**Routed metal, one color a layer**

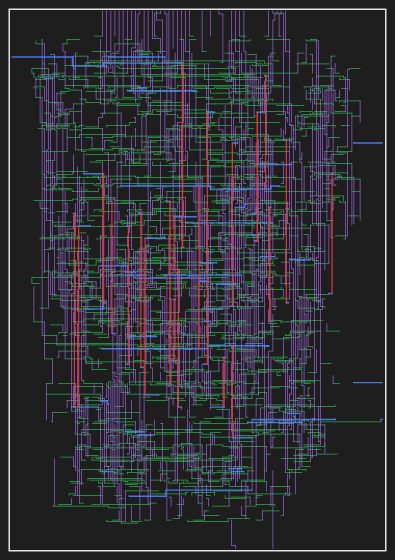
**Placement by cell class**

The bar under the picture is 20 um long. Fill, decap, tap and diode cells in gray.
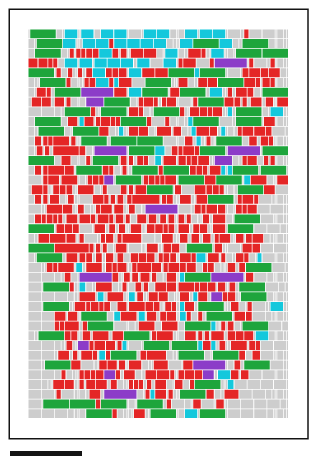
`src/rtl/ro_sample_accumulator.sv`:
```
// Ring-oscillator frequency meter: counts synchronised RO rising edges over fixed clk gate
// windows, sums NUM_SAMPLES windows, and serves the held result to the UART byte by byte.
module ro_sample_accumulator #(
  parameter int WINDOW_CYCLES = 1000,
  parameter int NUM_SAMPLES   = 16,
  parameter int CNT_W         = 16,
  parameter int SUM_W         = 24
) (
  input  logic             clk,
  input  logic             reset,
  input  logic             ro_in,
  input  logic             sum_en,
  input  logic [1:0]       send_sel,
  output logic             sum_ready,
  output logic [SUM_W-1:0] sum,
  output logic [7:0]       tx_data,
  output logic             busy
);

  localparam int GATE_W = (WINDOW_CYCLES > 1) ? $clog2(WINDOW_CYCLES) : 1;
  localparam int IDX_W  = (NUM_SAMPLES > 1) ? $clog2(NUM_SAMPLES) : 1;

  localparam logic [GATE_W-1:0] GATE_LAST = GATE_W'(WINDOW_CYCLES - 1);
  localparam logic [IDX_W-1:0]  IDX_LAST  = IDX_W'(NUM_SAMPLES - 1);
  localparam logic [CNT_W-1:0]  CNT_MAX   = '1;
  localparam logic [SUM_W-1:0]  SUM_MAX   = '1;

  typedef enum logic [1:0] {
    IDLE = 2'd0,
    GATE = 2'd1,
    ADD  = 2'd2,
    DONE = 2'd3
  } state_t;

  state_t            state_q, state_d;
  logic              ro_meta_q, ro_sync_q, ro_prev_q;
  logic [GATE_W-1:0] gate_cnt_q, gate_cnt_d;
  logic [CNT_W-1:0]  edge_cnt_q, edge_cnt_d;
  logic [SUM_W-1:0]  acc_q, acc_d;
  logic [IDX_W-1:0]  sample_idx_q, sample_idx_d;
  logic [SUM_W-1:0]  sum_q, sum_d;
  logic              sum_ready_q, sum_ready_d;
  logic              busy_q, busy_d;

  logic              ro_edge;
  logic [SUM_W:0]    acc_ext;
  logic [SUM_W-1:0]  acc_sat;

  // Synchronised RO level vs. its previous value; one-cycle pulse per rising edge.
  assign ro_edge = ro_sync_q & ~ro_prev_q;

  // One extra bit catches overflow so the accumulator clamps instead of wrapping.
  assign acc_ext = {1'b0, acc_q} + (SUM_W + 1)'(edge_cnt_q);
  assign acc_sat = acc_ext[SUM_W] ? SUM_MAX : acc_ext[SUM_W-1:0];

  always_comb begin
    // NOTE: every _d gets its hold value first, so no branch can leave one unassigned and infer a latch.
    state_d      = state_q;
    gate_cnt_d   = gate_cnt_q;
    edge_cnt_d   = edge_cnt_q;
    acc_d        = acc_q;
    sample_idx_d = sample_idx_q;
    sum_d        = sum_q;
    sum_ready_d  = 1'b0;

    unique case (state_q)
      IDLE: begin
        if (sum_en) begin
          state_d      = GATE;
          gate_cnt_d   = '0;
          edge_cnt_d   = '0;
          acc_d        = '0;
          sample_idx_d = '0;
        end
      end
      GATE: begin
        if (!sum_en) begin
          state_d = IDLE;
        end else begin
          if (ro_edge && (edge_cnt_q != CNT_MAX)) begin
            edge_cnt_d = edge_cnt_q + 1'b1;
          end
          if (gate_cnt_q == GATE_LAST) begin
            gate_cnt_d = '0;
            state_d    = ADD;
          end else begin
            gate_cnt_d = gate_cnt_q + 1'b1;
          end
        end
      end
      ADD: begin
        // Edges arriving in this cycle are deliberately dropped (dead time between windows).
        if (!sum_en) begin
          state_d = IDLE;
        end else begin
          acc_d      = acc_sat;
          edge_cnt_d = '0;
          if (sample_idx_q == IDX_LAST) begin
            state_d     = DONE;
            sum_d       = acc_sat;
            sum_ready_d = 1'b1;
          end else begin
            sample_idx_d = sample_idx_q + 1'b1;
            state_d      = GATE;
          end
        end
      end
      DONE: begin
        state_d = IDLE;
      end
      default: begin
        state_d = IDLE;
      end
    endcase

    busy_d = (state_d != IDLE);
  end

  always_ff @(posedge clk) begin
    // NOTE: sequential state uses non-blocking assignments only, so every flop samples pre-edge values.
    if (reset) begin
      state_q      <= IDLE;
      ro_meta_q    <= 1'b0;
      ro_sync_q    <= 1'b0;
      ro_prev_q    <= 1'b0;
      gate_cnt_q   <= '0;
      edge_cnt_q   <= '0;
      acc_q        <= '0;
      sample_idx_q <= '0;
      sum_q        <= '0;
      sum_ready_q  <= 1'b0;
      busy_q       <= 1'b0;
    end else begin
      state_q      <= state_d;
      ro_meta_q    <= ro_in;
      ro_sync_q    <= ro_meta_q;
      ro_prev_q    <= ro_sync_q;
      gate_cnt_q   <= gate_cnt_d;
      edge_cnt_q   <= edge_cnt_d;
      acc_q        <= acc_d;
      sample_idx_q <= sample_idx_d;
      sum_q        <= sum_d;
      sum_ready_q  <= sum_ready_d;
      busy_q       <= busy_d;
    end
  end

  // Byte mux reads only the held result, so bytes stay stable across a multi-byte UART send.
  always_comb begin
    tx_data = 8'h00;
    unique case (send_sel)
      2'd0:    tx_data = sum_q[23:16];
      2'd1:    tx_data = sum_q[15:8];
      2'd2:    tx_data = sum_q[7:0];
      default: tx_data = 8'h00;
    endcase
  end

  assign sum_ready = sum_ready_q;
  assign sum       = sum_q;
  assign busy      = busy_q;

endmodule

```
`config.mk`:
```
export PLATFORM = sky130hd
export DESIGN_NAME = ro_sample_accumulator
export DESIGN_NICKNAME = d
export VERILOG_FILES = /design/src/rtl/ro_sample_accumulator.sv
export SDC_FILE = /design/constraint.sdc
export NUM_CORES = 1
export LEC_CHECK = 0
export CORE_ASPECT_RATIO = 1.5
export CORE_MARGIN = 5
export CORE_UTILIZATION = 58
export DETAILED_ROUTE_END_ITERATION = 7
export GPL_ROUTABILITY_DRIVEN = 0
export GPL_TIMING_DRIVEN = 0
export PLACE_DENSITY = 0.8
export SYNTH_ARGS = -nofsm -noshare
export SYNTH_HDL_FRONTEND = slang
export SYNTH_SLANG_ARGS = --single-unit
```
`constraint.sdc`:
```
create_clock -name clk -period 2.7 [get_ports clk]
set_input_delay 0.27 -clock clk [delete_from_list [all_inputs] [get_ports clk]]
set_output_delay 0.27 -clock clk [all_outputs]
set_load 0.02 [all_outputs]
```
==> impl_metrics.json <==
{
  "yosysTopAreaCellShare_pct": 36.7,
  "cts_sinks": 85,
  "edf_count": 0,
  "cp_slowest_cell": "fa_1",
  "ys_chip_area_sq_um": 4640,
  "hp-class": "flop to flop",
  "period_used_pct": 94.4,
  "grt_antenna_before_repair": 0,
  "drv_slew": 0,
  "gr-max-usage-layer": "met2",
  "fmax_mhz": 392,
  "grt_setup_unrepaired": "false",
  "drc": 0,
  "clkSlewWorstSetupHoldPaths_ns": 0.07,
  "clockPowerShare_pct": 47.3,
  "nMultiInputCombCells": 440,
  "ir_drop_v": 0.000418,
  "total_power_mw": 2.54,
  "reg2reg_depth": 9,
  "use_met3_pct": 4.40,
  "async_reset_ff_share_pct": 0,
  "critical_path_class": "flop to flop",
  "largest_class": "combinational gates",
  "drive_above_1_share_pct": 7.11,
  "seqPwrFrac_pct": 49.5,
  "postCtsSetupRepairBufs": 0,
  "yosys_cells": 564,
  "cap_violations": 0,
  "cts_inserted_buffers": 9,
  "relSlewSlack_pct": 61.4,
  "syn_area_sq_um": 4640,
  "cts_resized": 0,
  "fillCellCount": 661,
  "ys_sh_adder_pct": 5.56,
  "mostFrequentLayoutCell": "dfxtp_1",
  "critPathArrivalTime_ns": 2.81,
  "hpwl_mm": 9.30,
  "ys_types": 60,
  "muxShareOfSynthArea_pct": 2.16,
  "ys.flop_type": "dfxtp_1",
  "synth_nets": 590,
  "rows": 40,
  "status": "finished clean",
  "start_kind": "flop",
  "min_to": "ro_sync_q",
  "common_cells": "85 x dfxtp_1, 83 x nor2_1, 54 x nand2_1",
  "top_cells_by_area": "dfxtp_1 37%, nor2_1 6.7%, xnor2_1 5.5%",
  "p_int_mw": 1.97,
  "hold_start": "ro_meta_q",
  "power_leader": "registers",
  "vias_per_cell": 5.96,
  "diodes": 0,
  "ys_sh_simple_pct": 22.7,
  "initial_core_util_pct": 58.7,
  "crit_buf_inv": 1,
  "crit_cells": 9,
  "tns_ns": 0,
  "area_delta_synth_final_pct": 17.9,
  "wl_met3_um": 403,
  "flops": 85,
  "clk_latency_ns": 0.35,
  "r2r-start": "edge_cnt_q[0]",
  "ctsHtreeMaxLevel": 3,
  "setup_viol": 0,
  "path_max_fanout": 5,
  "buf_share_pct": 9.61,
  "grt_first_pass_wirelength_mm": 19.9,
  "cts_root_buf": "clkbuf_16"
}
Notes on 'routed metal, one color a layer' above:
Red stands for metal 4, wire length 679 um. Blue stands for metal 3, wire length 404 um. Purple stands for metal 2, wire length 6290 um. Green stands for metal 1, wire length 4640 um.
vias: 4313
Routed wire per std cell: 16.6 um
total track usage: 25.0%

Notes on 'placement by cell class' above:
Red stands for combinational and other logic, cells 447. Green stands for flops, cells 85. Cyan stands for other buffers and delay cells, cells 71. Purple stands for clock drivers and dummy loads, cells 16.

